Figure 1. Met1 routing.
Drawn at 2 px/um. Supply wires on this layer in gray.
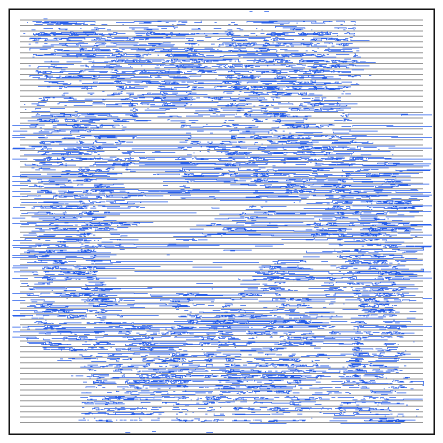
Figure 2. M2 wires.
Drawn at 1 px/um. Cells faint in the background.
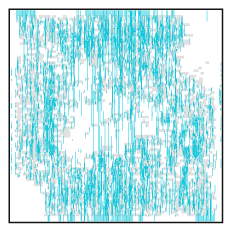
Figure 3. Metal 3.
Drawn at 2 px/um.
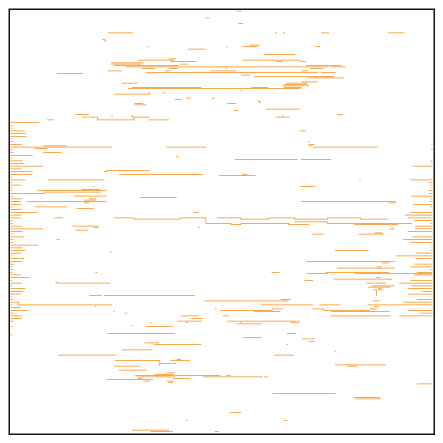
Figure 4. The metal 4 layer.
Drawn at 2 px/um. Supply wires on this layer in gray.
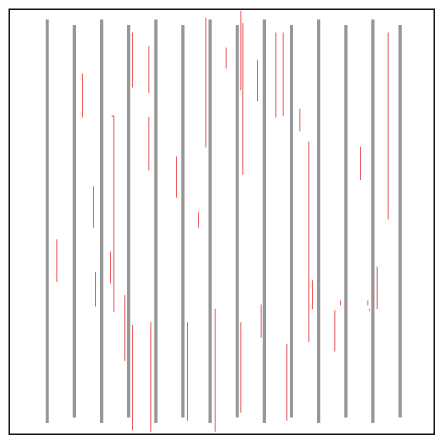
### src/rtl/quant_writeback_if.sv
// Row-input handshake and SRAM write port of quant_writeback.
// The master drives rows (upstream), the slave is the write-back block.
interface quant_writeback_if #(
    parameter int unsigned ARRAY_SIZE        = 16,
    parameter int unsigned OUTPUT_DATA_WIDTH = 24,
    parameter int unsigned SRAM_DATA_WIDTH   = 32,
    parameter int unsigned ADDR_WIDTH        = 10
);
    logic                                    in_valid;
    logic                                    in_ready;
    logic [ARRAY_SIZE*OUTPUT_DATA_WIDTH-1:0] in_data;
    logic                                    sram_wen;
    logic [ADDR_WIDTH-1:0]                   sram_addr;
    logic [SRAM_DATA_WIDTH-1:0]              sram_wdata;

    modport master (
        output in_valid, in_data,
        input  in_ready, sram_wen, sram_addr, sram_wdata
    );

    modport slave (
        input  in_valid, in_data,
        output in_ready, sram_wen, sram_addr, sram_wdata
    );
endinterface

### src/rtl/quant_writeback.sv
// Packs quantized rows into 16-bit pairs and writes them to consecutive SRAM words.
// Optional macro QWB_OVF_CHECK_EN saturates out-of-range elements and raises ovf_flag.
module quant_writeback #(
    parameter int unsigned ARRAY_SIZE        = 16,
    parameter int unsigned OUTPUT_DATA_WIDTH = 24,
    parameter int unsigned SRAM_DATA_WIDTH   = 32,
    parameter int unsigned ADDR_WIDTH        = 10
) (
    input  logic                  clk,
    input  logic                  rst_n,
    input  logic                  start,
    input  logic [ADDR_WIDTH-1:0] base_addr,
    input  logic [15:0]           num_rows,
    output logic                  busy,
    output logic                  done,
    output logic                  ovf_flag,
    quant_writeback_if.slave      bus
);
    localparam int unsigned ELEM_W = 16;
    localparam int unsigned WORDS  = ARRAY_SIZE / 2;
    localparam int unsigned K_W    = (WORDS > 1) ? $clog2(WORDS) : 1;
    localparam int unsigned ROW_W  = ARRAY_SIZE * ELEM_W;

    typedef enum logic [1:0] {IDLE, LOAD, WRITE, DONE} state_t;

    state_t                     state, next_state;
    logic [ROW_W-1:0]           row_q, row_in, src_row;
    logic [K_W-1:0]             k_q, k_next;
    logic [ADDR_WIDTH-1:0]      ptr_q, addr_q, addr_d;
    logic [SRAM_DATA_WIDTH-1:0] wdata_q, wdata_d;
    logic [15:0]                rows_left_q;
    logic                       in_ready_q, in_ready_d, wen_q, wen_d;
    logic                       busy_q, busy_d, done_q, done_d;
    logic                       take_start, handshake, row_end, write_next;
    logic signed [OUTPUT_DATA_WIDTH-1:0] elem;

    assign take_start = (state == IDLE) && start;
    assign handshake  = (state == LOAD) && bus.in_valid;
    assign row_end    = (state == WRITE) && (k_q == K_W'(WORDS - 1));
    assign write_next = (next_state == WRITE);
    // First word of a row comes straight from the input, the rest from the row register
    assign src_row    = (state == LOAD) ? row_in : row_q;

`ifdef QWB_OVF_CHECK_EN
    localparam logic signed [OUTPUT_DATA_WIDTH-1:0] SAT_MAX = OUTPUT_DATA_WIDTH'(32767);
    localparam logic signed [OUTPUT_DATA_WIDTH-1:0] SAT_MIN = OUTPUT_DATA_WIDTH'(-32768);
    logic ovf_in, ovf_q;

    // Saturate each element to the signed 16-bit range
    always_comb begin
        row_in = '0;
        ovf_in = 1'b0;
        elem   = '0;
        for (int i = 0; i < int'(ARRAY_SIZE); i++) begin
            elem = bus.in_data[i*OUTPUT_DATA_WIDTH +: OUTPUT_DATA_WIDTH];
            if (elem > SAT_MAX) begin
                row_in[i*ELEM_W +: ELEM_W] = 16'h7FFF;
                ovf_in = 1'b1;
            end else if (elem < SAT_MIN) begin
                row_in[i*ELEM_W +: ELEM_W] = 16'h8000;
                ovf_in = 1'b1;
            end else begin
                row_in[i*ELEM_W +: ELEM_W] = elem[ELEM_W-1:0];
            end
        end
    end

    always_ff @(posedge clk or negedge rst_n) begin
        if (!rst_n)                  ovf_q <= 1'b0;
        else if (take_start)         ovf_q <= 1'b0;
        else if (handshake && ovf_in) ovf_q <= 1'b1;
    end

    assign ovf_flag = ovf_q;
`else
    logic unused_hi;

    // Plain truncation to the low 16 bits; upper bits are intentionally dropped
    always_comb begin
        row_in    = '0;
        unused_hi = 1'b0;
        elem      = '0;
        for (int i = 0; i < int'(ARRAY_SIZE); i++) begin
            elem = bus.in_data[i*OUTPUT_DATA_WIDTH +: OUTPUT_DATA_WIDTH];
            row_in[i*ELEM_W +: ELEM_W] = elem[ELEM_W-1:0];
            for (int j = int'(ELEM_W); j < int'(OUTPUT_DATA_WIDTH); j++) unused_hi ^= elem[j];
        end
    end

    assign ovf_flag = 1'b0;
`endif

    // State and registered outputs
    always_ff @(posedge clk or negedge rst_n) begin
        if (!rst_n) begin
            state      <= IDLE;
            in_ready_q <= 1'b0;
            wen_q      <= 1'b0;
            busy_q     <= 1'b0;
            done_q     <= 1'b0;
            addr_q     <= '0;
            wdata_q    <= '0;
        end else begin
            state      <= next_state;
            in_ready_q <= in_ready_d;
            wen_q      <= wen_d;
            busy_q     <= busy_d;
            done_q     <= done_d;
            addr_q     <= addr_d;
            wdata_q    <= wdata_d;
        end
    end

    always_comb begin
        next_state = state;
        unique case (state)
            IDLE:    if (start) next_state = (num_rows != 16'd0) ? LOAD : DONE;
            LOAD:    if (bus.in_valid) next_state = WRITE;
            WRITE:   if (row_end) next_state = (rows_left_q > 16'd1) ? LOAD : DONE;
            DONE:    next_state = IDLE;
            default: next_state = IDLE;
        endcase
    end

    // Output values for the coming cycle, decoded from the next state
    always_comb begin
        in_ready_d = 1'b0;
        wen_d      = 1'b0;
        done_d     = 1'b0;
        busy_d     = (next_state != IDLE);
        k_next     = '0;
        addr_d     = addr_q;
        wdata_d    = wdata_q;
        unique case (next_state)
            LOAD:  in_ready_d = 1'b1;
            WRITE: begin
                wen_d   = 1'b1;
                k_next  = (state == WRITE) ? k_q + K_W'(1) : '0;
                addr_d  = ptr_q;
                wdata_d = src_row[int'(k_next)*SRAM_DATA_WIDTH +: SRAM_DATA_WIDTH];
            end
            DONE:    done_d = 1'b1;
            default: ;
        endcase
    end

    // Row buffer, word index, address pointer and row count
    always_ff @(posedge clk or negedge rst_n) begin
        if (!rst_n) begin
            row_q       <= '0;
            k_q         <= '0;
            ptr_q       <= '0;
            rows_left_q <= '0;
        end else begin
            if (handshake)  row_q <= row_in;
            if (write_next) k_q <= k_next;
            if (take_start) ptr_q <= base_addr;
            else if (write_next) ptr_q <= ptr_q + ADDR_WIDTH'(1);
            if (take_start) rows_left_q <= num_rows;
            else if (row_end) rows_left_q <= rows_left_q - 16'd1;
        end
    end

    assign bus.in_ready   = in_ready_q;
    assign bus.sram_wen   = wen_q;
    assign bus.sram_addr  = addr_q;
    assign bus.sram_wdata = wdata_q;
    assign busy           = busy_q;
    assign done           = done_q;
endmodule

### src/flat_wrapper.sv
// flat-port wrapper written by rule: the top's interface ports become plain ports
module quant_writeback_flat 
#(
    parameter int unsigned ARRAY_SIZE        = 16,
    parameter int unsigned OUTPUT_DATA_WIDTH = 24,
    parameter int unsigned SRAM_DATA_WIDTH   = 32,
    parameter int unsigned ADDR_WIDTH        = 10
)
  (clk, rst_n, start, base_addr, num_rows, busy, done, ovf_flag, bus_in_valid, bus_in_data, bus_in_ready, bus_sram_wen, bus_sram_addr, bus_sram_wdata);
  quant_writeback_if #(.ARRAY_SIZE(ARRAY_SIZE), .OUTPUT_DATA_WIDTH(OUTPUT_DATA_WIDTH), .SRAM_DATA_WIDTH(SRAM_DATA_WIDTH), .ADDR_WIDTH(ADDR_WIDTH)) bus_i ();
  input  logic clk;
  input  logic rst_n;
  input  logic start;
  input  logic [ADDR_WIDTH-1:0] base_addr;
  input  logic [15:0] num_rows;
  output logic busy;
  output logic done;
  output logic ovf_flag;
  input wire logic [$bits(bus_i.in_valid)-1:0] bus_in_valid;
  input wire logic [$bits(bus_i.in_data)-1:0] bus_in_data;
  output wire logic [$bits(bus_i.in_ready)-1:0] bus_in_ready;
  output wire logic [$bits(bus_i.sram_wen)-1:0] bus_sram_wen;
  output wire logic [$bits(bus_i.sram_addr)-1:0] bus_sram_addr;
  output wire logic [$bits(bus_i.sram_wdata)-1:0] bus_sram_wdata;
  assign bus_i.in_valid = bus_in_valid;
  assign bus_i.in_data = bus_in_data;
  assign bus_in_ready = bus_i.in_ready;
  assign bus_sram_wen = bus_i.sram_wen;
  assign bus_sram_addr = bus_i.sram_addr;
  assign bus_sram_wdata = bus_i.sram_wdata;
  quant_writeback #(.ARRAY_SIZE(ARRAY_SIZE), .OUTPUT_DATA_WIDTH(OUTPUT_DATA_WIDTH), .SRAM_DATA_WIDTH(SRAM_DATA_WIDTH), .ADDR_WIDTH(ADDR_WIDTH)) u_core (.clk(clk), .rst_n(rst_n), .start(start), .base_addr(base_addr), .num_rows(num_rows), .busy(busy), .done(done), .ovf_flag(ovf_flag), .bus(bus_i));
endmodule
### config.mk
export PLATFORM = sky130hd
export DESIGN_NAME = quant_writeback_flat
export DESIGN_NICKNAME = d
export VERILOG_FILES = /design/src/rtl/quant_writeback_if.sv /design/src/rtl/quant_writeback.sv /design/src/flat_wrapper.sv
export SDC_FILE = /design/constraint.sdc
export NUM_CORES = 1
export LEC_CHECK = 0
export CORE_MARGIN = 5
export CORE_UTILIZATION = 40
export CTS_CLUSTER_DIAMETER = 100
export DETAILED_ROUTE_END_ITERATION = 16
export PLACE_DENSITY = 0.69
export SYNTH_ARGS = -nofsm -noshare
export SYNTH_HDL_FRONTEND = slang
export SYNTH_SLANG_ARGS = --single-unit
### constraint.sdc
create_clock -name clk -period 2.9 [get_ports clk]
set_input_delay 0.29 -clock clk [delete_from_list [all_inputs] [get_ports clk]]
set_output_delay 0.29 -clock clk [all_outputs]
set_load 0.02 [all_outputs]
==> run_summary.xml <==
<?xml version="1.0" encoding="UTF-8"?>
<metrics>
  <group name="detailed_routing">
    <metric name="wire_per_inst" unit="um">19.3</metric>
    <metric name="vias_per_cell" unit="">5.29</metric>
    <metric name="drt_first_iter_violations" unit="">1167</metric>
    <metric name="dr.max_layer_used" unit="">met5</metric>
  </group>
  <group name="global_route">
    <metric name="first_global_vias" unit="">14624</metric>
    <metric name="grt_remaining_overflow" unit="">0</metric>
    <metric name="antenna_found_initial" unit="">9</metric>
    <metric name="busiest_layer" unit="">met2</metric>
    <metric name="grt_util_all_layers" unit="%">23.3</metric>
  </group>
  <group name="finish">
    <metric name="layout.cells.most_common_list" unit="">sky130_fd_sc_hd__nand2_1 (919), sky130_fd_sc_hd__dfrtp_1 (331), sky130_fd_sc_hd__clkdlybuf4s50_1 (330)</metric>
    <metric name="largest_register_ffs" unit="">256</metric>
    <metric name="non_clock_inverter_count" unit="">6</metric>
    <metric name="clock_area_share" unit="%">6.25</metric>
    <metric name="n_clock_buffer" unit="">59</metric>
    <metric name="registers.top_by_ff_count" unit="">u_core.row_q</metric>
    <metric name="multi_input_comb_area" unit="um^2">7380</metric>
    <metric name="sh_comb_area" unit="%">34.2</metric>
  </group>
  <group name="timing">
    <metric name="timing.final.crit_period" unit="ps">2550</metric>
    <metric name="worstMarginPinSlew" unit="ps">895</metric>
    <metric name="final.setup.tns" unit="ps">0</metric>
    <metric name="holdWs" unit="ps">270</metric>
    <metric name="min_period_over_period" unit="%">87.8</metric>
    <metric name="hold_viol_final" unit="">0</metric>
    <metric name="max_slew_margin" unit="%">40.3</metric>
  </group>
  <group name="placed_design">
    <metric name="place.gp.congestion" unit="">0.872</metric>
    <metric name="placement.io_buffers" unit="">331</metric>
  </group>
  <group name="hold_path">
    <metric name="timing.hold.worst_endpoint" unit="">u_core.row_q[175]</metric>
    <metric name="hp-class" unit="">in -&gt; reg</metric>
    <metric name="min_path_cells" unit="">3</metric>
  </group>
  <group name="floorplanning">
    <metric name="core" unit="um^2">40600</metric>
    <metric name="chip_area" unit="um^2">44800</metric>
  </group>
  <group name="critical_path">
    <metric name="setup.worst_path.end" unit="">u_core.bus.sram_wdata[5]</metric>
    <metric name="critical_path.n_buffers_inverters" unit="">1</metric>
    <metric name="worst_r2r_dst" unit="">u_core.bus.sram_wdata[5]</metric>
    <metric name="reg2reg_setup_slack" unit="ps">350</metric>
    <metric name="critPathRequiredTime" unit="ps">3290</metric>
    <metric name="cp_slowest_cell" unit="">sky130_fd_sc_hd__a221oi_1</metric>
  </group>
  <group name="synthesis">
    <metric name="compound_area_share" unit="%">11.1</metric>
    <metric name="synth.avg_cell_area" unit="um^2">8.62</metric>
    <metric name="syn-num-nets" unit="">2308</metric>
    <metric name="synthMuxAreaShare" unit="%">6.52</metric>
    <metric name="synthArstFlopShare" unit="%">100</metric>
    <metric name="area_share_of_the_largest_cell_type_after_synthesis" unit="%">51.2</metric>
    <metric name="ys_warn_count" unit="">0</metric>
    <metric name="synth.largest_area_cell" unit="">sky130_fd_sc_hd__dfrtp_1</metric>
    <metric name="yosys.stat.seqShare" unit="%">51.2</metric>
    <metric name="synth-seq-cells" unit="">333</metric>
    <metric name="post_synth_xor_area_fraction" unit="%">0.753</metric>
    <metric name="synthesis.instances" unit="">1889</metric>
  </group>
  <group name="power">
    <metric name="switching_share" unit="%">37.8</metric>
    <metric name="powerComb" unit="mW">9.46</metric>
    <metric name="power_per_cell_area" unit="nW/um^2">1060</metric>
    <metric name="design_power_total" unit="mW">22.9</metric>
    <metric name="maxPowerGroup" unit="">combinational logic</metric>
    <metric name="total_switching_power" unit="mW">8.65</metric>
  </group>
  <group name="clocking">
    <metric name="clk_pin_slew" unit="ps">60</metric>
    <metric name="post_cts_sizing_count" unit="">0</metric>
  </group>
  <group name="outcome">
    <metric name="run_status" unit="">finished clean</metric>
  </group>
  <group name="run">
    <metric name="cap_violations" unit="">0</metric>
    <metric name="warnings" unit="">163</metric>
  </group>
</metrics>
## Picture notes: Figure 1
- main direction: horizontal
- nets with wire on the layer: 2234

## Picture notes: Figure 2
- main direction: vertical
- nets with wire on the layer: 1955
- wire length on this layer: 23.8 mm
- share of all routed wire: 45%
- longest straight run: 95.7 um
count of vias placed by the detailed router: 14.5k
met2 usage: 35.2%
overall routed net length: 52800 um

## Picture notes: Figure 3
- longest straight run: 101 um
- wire length on this layer: 3650 um
- main direction: horizontal
M3 GR Usage: 4.76%

## Picture notes: Figure 4
- longest straight run: 100 um
- main direction: vertical
- wire length on this layer: 1220 um
- share of all routed wire: 2.3%
- nets with wire on the layer: 23

No activity file was given, so power comes from the tool's default toggle rates.
